**src/rtl/multicycle_seq_if.sv**
```systemverilog
// Bundle of sequencer control inputs and datapath strobes between the
// multi-cycle sequencer (slave side) and its environment (master side).
interface multicycle_seq_if #(
   parameter int OPW = 6
) ();
   logic           run;
   logic [OPW-1:0] instr_op;
   logic           alu_zero;
   logic           mem_ack;
   logic           mem_req;
   logic           mem_we;
   logic           mem_iord;
   logic           mem_byte;
   logic           ir_write;
   logic           pc_write;
   logic [2:0]     pc_src;
   logic [3:0]     alu_ctrl;
   logic           alu_src;
   logic           reg_dest;
   logic           reg_write;
   logic           mem_to_reg;
   logic           tlb_we;
   logic           trap;
   logic [2:0]     state;

   modport slave (
      input  run, instr_op, alu_zero, mem_ack,
      output mem_req, mem_we, mem_iord, mem_byte, ir_write, pc_write, pc_src,
             alu_ctrl, alu_src, reg_dest, reg_write, mem_to_reg, tlb_we, trap, state
   );

   modport master (
      output run, instr_op, alu_zero, mem_ack,
      input  mem_req, mem_we, mem_iord, mem_byte, ir_write, pc_write, pc_src,
             alu_ctrl, alu_src, reg_dest, reg_write, mem_to_reg, tlb_we, trap, state
   );
endinterface

```
**src/rtl/multicycle_seq.sv**
```systemverilog
// Multi-cycle instruction sequencer: FETCH/DECODE/EXEC/MEM/WB with per-state strobes.
// Optional feature macro ILLEGAL_TRAP_EN: illegal opcodes enter a one-cycle TRAP state.
module multicycle_seq #(
   parameter int MUL_LAT = 4,
   parameter int OPW     = 6
) (
   input logic            clk,
   input logic            rst_n,
   multicycle_seq_if.slave bus
);
   typedef enum logic [2:0] {
      S_IDLE   = 3'd0,
      S_FETCH  = 3'd1,
      S_DECODE = 3'd2,
      S_EXEC   = 3'd3,
      S_MEM    = 3'd4,
      S_WB     = 3'd5,
      S_TRAP   = 3'd6
   } state_e;

   localparam int CNT_W = (MUL_LAT > 1) ? $clog2(MUL_LAT) : 1;
   localparam logic [CNT_W-1:0] CNT_LAST = CNT_W'(MUL_LAT - 1);

   localparam logic [OPW-1:0] OP_RMAX = OPW'(4);
   localparam logic [OPW-1:0] OP_MUL  = OPW'(2);
   localparam logic [OPW-1:0] OP_ADDI = OPW'(5);
   localparam logic [OPW-1:0] OP_LDB  = OPW'(10);
   localparam logic [OPW-1:0] OP_LDW  = OPW'(11);
   localparam logic [OPW-1:0] OP_STB  = OPW'(12);
   localparam logic [OPW-1:0] OP_STW  = OPW'(13);
   localparam logic [OPW-1:0] OP_MOV  = OPW'(14);
   localparam logic [OPW-1:0] OP_BEQ  = OPW'(20);
   localparam logic [OPW-1:0] OP_JUMP = OPW'(21);
   localparam logic [OPW-1:0] OP_TLBW = OPW'(30);
   localparam logic [OPW-1:0] OP_IRET = OPW'(31);

   state_e             state_q, state_d;
   logic [OPW-1:0]     op_q, op_d;
   logic [CNT_W-1:0]   mul_cnt_q, mul_cnt_d;
   state_e             boundary;

   function automatic logic is_legal(input logic [OPW-1:0] op);
      return ((op <= OP_MOV) && !((op > OP_ADDI) && (op < OP_LDB))) ||
             (op == OP_BEQ) || (op == OP_JUMP) || (op == OP_TLBW) || (op == OP_IRET);
   endfunction

   function automatic logic is_load(input logic [OPW-1:0] op);
      return (op == OP_LDB) || (op == OP_LDW);
   endfunction

   function automatic logic is_store(input logic [OPW-1:0] op);
      return (op == OP_STB) || (op == OP_STW);
   endfunction

   // run only matters here and in IDLE; mid-instruction it is ignored.
   assign boundary  = bus.run ? S_FETCH : S_IDLE;
   assign bus.state = state_q;

   always_comb begin
      state_d        = state_q;
      op_d           = op_q;
      mul_cnt_d      = mul_cnt_q;
      bus.mem_req    = 1'b0;
      bus.mem_we     = 1'b0;
      bus.mem_iord   = 1'b0;
      bus.mem_byte   = 1'b0;
      bus.ir_write   = 1'b0;
      bus.pc_write   = 1'b0;
      bus.pc_src     = 3'd0;
      bus.alu_ctrl   = 4'd0;
      bus.alu_src    = 1'b0;
      bus.reg_dest   = 1'b0;
      bus.reg_write  = 1'b0;
      bus.mem_to_reg = 1'b0;
      bus.tlb_we     = 1'b0;
      bus.trap       = 1'b0;
      case (state_q)
         S_IDLE: begin
            if (bus.run) state_d = S_FETCH;
         end
         S_FETCH: begin
            bus.mem_req  = 1'b1;
            bus.ir_write = bus.mem_ack;
            bus.pc_write = bus.mem_ack;
            if (bus.mem_ack) state_d = S_DECODE;
         end
         S_DECODE: begin
            op_d = bus.instr_op;
            if (is_legal(bus.instr_op)) state_d = S_EXEC;
`ifdef ILLEGAL_TRAP_EN
            else state_d = S_TRAP;
`else
            else state_d = boundary;
`endif
         end
         S_EXEC: begin
            if (op_q <= OP_RMAX) begin
               bus.alu_ctrl = op_q[3:0];
               // MUL holds EXEC until the counter reaches its last value.
               if ((op_q == OP_MUL) && (mul_cnt_q != CNT_LAST)) begin
                  mul_cnt_d = mul_cnt_q + 1'b1;
               end else begin
                  mul_cnt_d = '0;
                  state_d   = S_WB;
               end
            end else if (op_q == OP_ADDI) begin
               bus.alu_src = 1'b1;
               state_d     = S_WB;
            end else if (is_load(op_q) || is_store(op_q)) begin
               bus.alu_src = 1'b1;
               state_d     = S_MEM;
            end else if (op_q == OP_MOV) begin
               state_d = S_WB;
            end else begin
               if (op_q == OP_BEQ) begin
                  bus.alu_ctrl = 4'd1;
                  bus.pc_write = bus.alu_zero;
                  bus.pc_src   = 3'd1;
               end
               if (op_q == OP_JUMP) begin
                  bus.pc_write = 1'b1;
                  bus.pc_src   = 3'd2;
               end
               if (op_q == OP_TLBW) bus.tlb_we = 1'b1;
               if (op_q == OP_IRET) begin
                  bus.pc_write = 1'b1;
                  bus.pc_src   = 3'd3;
               end
               state_d = boundary;
            end
         end
         S_MEM: begin
            bus.mem_req  = 1'b1;
            bus.mem_iord = 1'b1;
            bus.mem_byte = (op_q == OP_LDB) || (op_q == OP_STB);
            bus.mem_we   = is_store(op_q);
            if (bus.mem_ack) state_d = is_load(op_q) ? S_WB : boundary;
         end
         S_WB: begin
            bus.reg_write  = 1'b1;
            bus.reg_dest   = (op_q <= OP_RMAX) || (op_q == OP_MOV);
            bus.mem_to_reg = is_load(op_q);
            state_d        = boundary;
         end
         S_TRAP: begin
`ifdef ILLEGAL_TRAP_EN
            bus.trap     = 1'b1;
            bus.pc_write = 1'b1;
            bus.pc_src   = 3'd4;
            state_d      = boundary;
`else
            state_d = S_IDLE;
`endif
         end
         default: state_d = S_IDLE;
      endcase
   end

   always_ff @(posedge clk) begin
      if (!rst_n) begin
         state_q   <= S_IDLE;
         op_q      <= '0;
         mul_cnt_q <= '0;
      end else begin
         state_q   <= state_d;
         op_q      <= op_d;
         mul_cnt_q <= mul_cnt_d;
      end
   end
endmodule

```
**src/flat_wrapper.sv**
```systemverilog
// flat-port wrapper written by rule: the top's interface ports become plain ports
module multicycle_seq_flat 
#(
   parameter int MUL_LAT = 4,
   parameter int OPW     = 6
)
  (clk, rst_n, bus_run, bus_instr_op, bus_alu_zero, bus_mem_ack, bus_mem_req, bus_mem_we, bus_mem_iord, bus_mem_byte, bus_ir_write, bus_pc_write, bus_pc_src, bus_alu_ctrl, bus_alu_src, bus_reg_dest, bus_reg_write, bus_mem_to_reg, bus_tlb_we, bus_trap, bus_state);
  multicycle_seq_if #(.OPW(OPW)) bus_i ();
  input logic clk;
  input logic rst_n;
  input wire logic [$bits(bus_i.run)-1:0] bus_run;
  input wire logic [$bits(bus_i.instr_op)-1:0] bus_instr_op;
  input wire logic [$bits(bus_i.alu_zero)-1:0] bus_alu_zero;
  input wire logic [$bits(bus_i.mem_ack)-1:0] bus_mem_ack;
  output wire logic [$bits(bus_i.mem_req)-1:0] bus_mem_req;
  output wire logic [$bits(bus_i.mem_we)-1:0] bus_mem_we;
  output wire logic [$bits(bus_i.mem_iord)-1:0] bus_mem_iord;
  output wire logic [$bits(bus_i.mem_byte)-1:0] bus_mem_byte;
  output wire logic [$bits(bus_i.ir_write)-1:0] bus_ir_write;
  output wire logic [$bits(bus_i.pc_write)-1:0] bus_pc_write;
  output wire logic [$bits(bus_i.pc_src)-1:0] bus_pc_src;
  output wire logic [$bits(bus_i.alu_ctrl)-1:0] bus_alu_ctrl;
  output wire logic [$bits(bus_i.alu_src)-1:0] bus_alu_src;
  output wire logic [$bits(bus_i.reg_dest)-1:0] bus_reg_dest;
  output wire logic [$bits(bus_i.reg_write)-1:0] bus_reg_write;
  output wire logic [$bits(bus_i.mem_to_reg)-1:0] bus_mem_to_reg;
  output wire logic [$bits(bus_i.tlb_we)-1:0] bus_tlb_we;
  output wire logic [$bits(bus_i.trap)-1:0] bus_trap;
  output wire logic [$bits(bus_i.state)-1:0] bus_state;
  assign bus_i.run = bus_run;
  assign bus_i.instr_op = bus_instr_op;
  assign bus_i.alu_zero = bus_alu_zero;
  assign bus_i.mem_ack = bus_mem_ack;
  assign bus_mem_req = bus_i.mem_req;
  assign bus_mem_we = bus_i.mem_we;
  assign bus_mem_iord = bus_i.mem_iord;
  assign bus_mem_byte = bus_i.mem_byte;
  assign bus_ir_write = bus_i.ir_write;
  assign bus_pc_write = bus_i.pc_write;
  assign bus_pc_src = bus_i.pc_src;
  assign bus_alu_ctrl = bus_i.alu_ctrl;
  assign bus_alu_src = bus_i.alu_src;
  assign bus_reg_dest = bus_i.reg_dest;
  assign bus_reg_write = bus_i.reg_write;
  assign bus_mem_to_reg = bus_i.mem_to_reg;
  assign bus_tlb_we = bus_i.tlb_we;
  assign bus_trap = bus_i.trap;
  assign bus_state = bus_i.state;
  multicycle_seq #(.MUL_LAT(MUL_LAT), .OPW(OPW)) u_core (.clk(clk), .rst_n(rst_n), .bus(bus_i));
endmodule
```
**config.mk**
```make
export PLATFORM = sky130hd
export DESIGN_NAME = multicycle_seq_flat
export DESIGN_NICKNAME = d
export VERILOG_FILES = /design/src/rtl/multicycle_seq_if.sv /design/src/rtl/multicycle_seq.sv /design/src/flat_wrapper.sv
export SDC_FILE = /design/constraint.sdc
export NUM_CORES = 1
export LEC_CHECK = 0
export ABC_CLOCK_PERIOD_IN_PS = 1900
export CORE_MARGIN = 1
export CORE_UTILIZATION = 45
export DETAILED_ROUTE_END_ITERATION = 8
export PLACE_DENSITY = 0.81
export SLEW_MARGIN = 20
export SYNTH_ARGS = -nofsm -noshare
export SYNTH_HDL_FRONTEND = slang
export SYNTH_SLANG_ARGS = --single-unit
```
**constraint.sdc**
```tcl
create_clock -name clk -period 1.9 [get_ports clk]
set_input_delay 0.57 -clock clk [delete_from_list [all_inputs] [get_ports clk]]
set_output_delay 0.57 -clock clk [all_outputs]
set_load 0.005 [all_outputs]
```
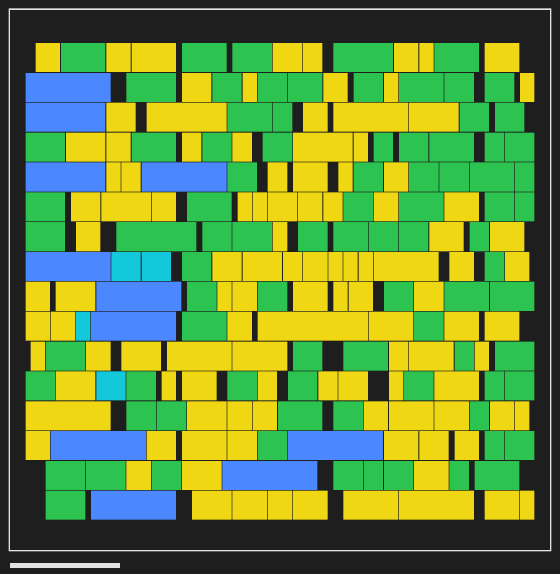
Figure 1: cell classes on the final placement.
The bar under the picture is 10 µm long.
- blue: registers (cells 11)
- cyan: clock drivers and dummy loads (cells 4)
- green: remaining buffers and delay cells (cells 85)
- yellow: remaining logic cells (cells 112)
post-route cell area: 1896 µm²
area of the core region: 2022 µm²
utilization after layout: 93.75%

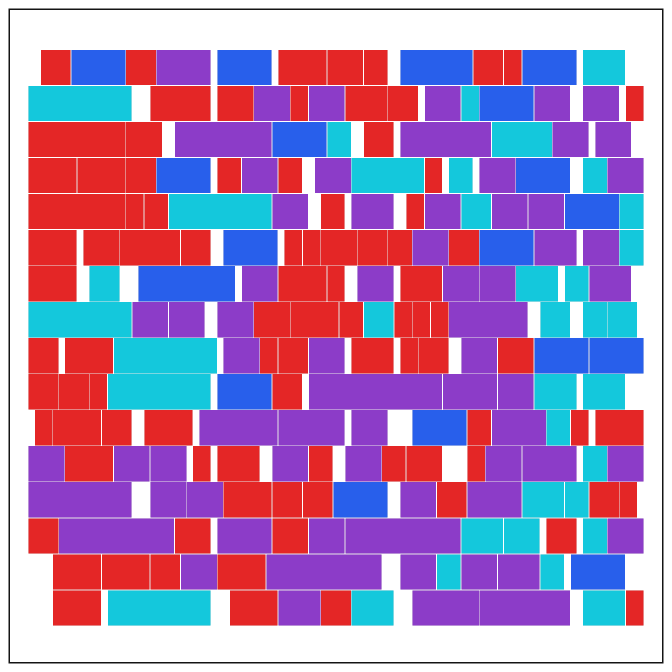
Figure 2: sizing map.
- blue: x6 and larger (cells 18)
- red: x1 and smaller (cells 91)
- cyan: x2 (cells 36)
- purple: x3 and x4 (cells 67)

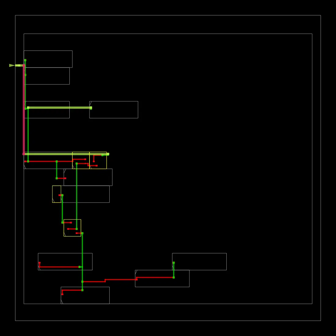
Figure 3: clock wiring as the flow saved it.
sinks on the clock net: 11
Clk. pwr: 155 µW
Latency at later pin: 0.26 ns
final setup skew: 0.003089 ns

==> results.txt <==
Flow results are below.

- Cell internal power was estimated by the tool at 577.7 µW.
- The total power after layout is a little under 900 µW, for reference.
- The clock-pin transition on the worst setup and hold timing paths is 0.07 ns, for reference.
- The setup slack of the most critical reg-to-reg path is -0.03 ns, for reference.
- The most critical hold endpoint after final layout shows a slack of 0.6101 ns.
- The synthesis run shows multiplexers occupying ~7.0% of the cell area.
- Summing the areas of all and, or, nand and nor instances in the mapped netlist gives a little over two fifths of the synthesized area.
- The number of buffers created by CTS is 3, for reference.
- The summed instance area of the synthesized netlist is between 1000 and 1500 µm², for reference.
- The beginning of the worst register-to-register path is u_core.bus.state[0]$_SDFFE_PN0P_, for reference.
- The main logic family after synthesis is simple AND/OR/NAND/NOR gates, for reference.
- The critical path endpoint has a required time of 1.33 ns.
- The via count of the first global-routing pass was 1378.
- Yosys reports a chip area of between 1000 and 1500 µm².
- The dominant power group in this design is combinational cells.
- The final timing report lists a max-slew violation count of 0.
- According to the hold report, the worst path is of the reg2reg type.
- In the routed layout, each cell is associated on average with a via count of 6.159.
- Tracing the worst setup path back leads to its startpoint at u_core.op_q[5]$_SDFFE_PN0P_.
- The report lists the power per cell area as ~470 nW/µm².
- The final-stage net count is 225, for reference.
- For the combinational group, total power comes out at between 400 and 500 µW.
- The share of total power in sequential cells is approximately 30%, for reference.
- The post-route netlist has 57.08% of its cells at a drive strength greater than 1.
- The portion of the post-synthesis area used by sequential elements is a little over a fifth, for reference.
- In the detailed route, the total length drawn on met3 is just over 400 µm.
- The maximum frequency from static timing analysis is between 0.4 and 0.5 GHz, for reference.
- The longest clock path from root to sink contains 2 buffers.
- The number of antenna-violating nets in the routed design is 0, for reference.
- The count of cell types in the netlist is about 45, for reference.
- The overall die area is roughly 2400 µm², for reference.
- The number of cells in the design after placement is about 210, for reference.
- In the layout the commonest cells are buf_4 (41), buf_6 (16), buf_2 (12), nor2b_1 (10).
- OpenROAD emitted warnings numbering 28.
- Of the total power, the share spent switching nets is 34.89%.
- Global routing used between 60% and 70% of the available met2 tracks.
- The largest net degree at the start of global routing is 13, for reference.
- For this run the aggregate overflow at the end of global routing stands at 0.
- For this sky-water flow run, the detailed-routed wirelength per cell is reported as 21.32 µm.
- On met3, the global router reports a usage of roughly 5.0%.
- The most frequently used cell type in the post-synthesis netlist is nand2_1, for reference.
- The critical path class is reg2out, for reference.
- The cell-mix breakdown from Yosys lists the adder-cell area share as 1.247%.
- In this run the biggest area consumer among cell types represents between 20% and 30% of the synthesized area.
- The final critical-path required period is roughly 2.2 ns, for reference.
- In the finished design, the share of the clock period the worst path needs comes to 116.4%.
- The final layout report lists a filler cell count of 68.
- The flow ran to the end, but the final reports show violations.
- The worst register-to-register path has a depth of 9.
- The cell-mix breakdown from Yosys lists the XOR/XNOR area share as 1.746%.
- The startpoint of the lowest-slack hold path is u_core.mul_cnt_q[0]$_SDFFE_PN0P_, for reference.
- The main flop type after synthesis is dfxtp_1, for reference.
- The global routing stage identified its most utilized layer as met2.
- The floorplan has 16 rows.
- The number of buffers inserted by port buffering is 29, for reference.
- The worst hold path was traced through 2 stages.
- Counting instances in the post-synthesis netlist gives the leading cell types as nand2_1 (13), nor2_1 (12), nor2b_1 (12).
- Across the VDD grid, the largest voltage drop is ~0.51 mV.
- During I/O placement, the number of pins put on the boundary was 33.
- The first-pass GRT wire length is about 6300 µm, for reference.
- The capturing point of the worst reg2reg path is u_core.bus.state[2]$_SDFFE_PN0P_, for reference.
- The max capacitance violation total is 0, for reference.
- Of all nets on the critical path, the largest fanout is 4.
- The highest-count logic cell in the final layout is buf_4, for reference.
- The category of the worst setup path launch point is a register, for reference.
- The number of antenna diodes in the final layout is 0.
- The via total after detailed routing is 1472, for reference.
- The hold violation total from the final report is 0, for reference.
- The effective utilization at floorplan is between 40% and 50%, for reference.
- The sequential standard cell area is between 200 and 250 µm², for reference.
- The signed area change from the synthesized netlist to the final layout is 88.90%, for reference.
- The worst setup path is captured at a primary output.
- The leakage dissipation is about 0.86 nW, for reference.
- In the final report, the number of endpoints failing setup comes to 15.
- TritonCTS built the clock tree.
- The final reports fail on negative setup slack.
- The area share of and-or/or-and cells after synthesis is between 10% and 20%, for reference.
- Per the synth log, the flip-flop and latch total comes to 11.
- After layout, the worst setup slack is -0.3123 ns.
- The cell sitting at the root of the clock tree is a clkbuf_4.
- The area taken by multi-input combinational cells is reported as slightly below 900 µm².
- For the final routed database, the setup TNS stands at -2.272 ns.
- The main area contributors are dfxtp_1 (22%), nor2b_1 (7.5%), mux2i_1 (7.0%).
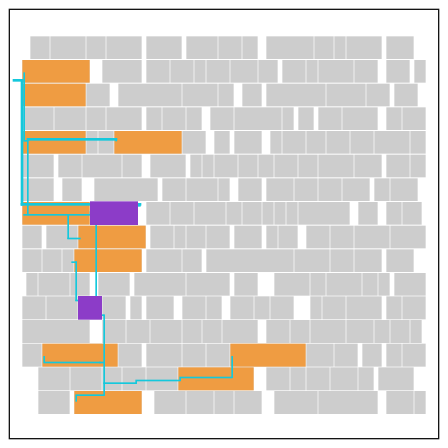
Figure 4: clock distribution.
- cyan: clock wires (length 135 µm)
- orange: flip-flops (count 11)
- purple: clock-net drivers (count 3)
- routed clock nets: 4
fraction of power consumed by the clock network: 17.5%

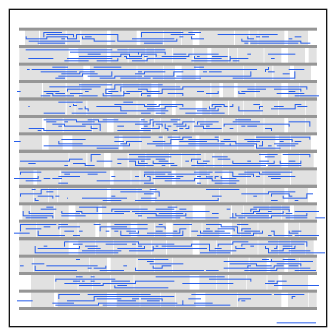
Figure 5: signal wires on met1.
Supply wires on this layer in grey. Cells faint in the background.
- longest straight run: 35.0 µm
- wire length on this layer: 1770 µm
- nets with wire on the layer: 199
- share of all routed wire: 35%
- main direction: horizontal

## final cells by class
cell class,count,share of cell area (%)
Inverter,3,0.5941
Clock buffer,4,1.386
Sequential cell,11,12.61
Timing Repair Buffer,85,37.89
Tap cell,27,1.782
Multi-Input combinational cell,109,45.74
## repair_timing
action                     CTS  global route
hold buffers                 0             0
hold endpoints to repair     0             0
setup endpoints to repair   17            16
resized                    108            28
pin swaps                   17            13
setup buffers               15            12
## critical path, cell delays in order, from the launching register on
cell and delay [ns]:
dfxtp_2 0.36, or2_4 0.26, or2_4 0.27, or2_1 0.24, nor2_1 0.13, buf_2 0.13
## registers in the layout, indices dropped and copies added, names as in the netlist
register / count
u_core.op_q: 6
u_core.bus.state: 3
u_core.mul_cnt_q: 2
Power and IR drop assume default switching activity.
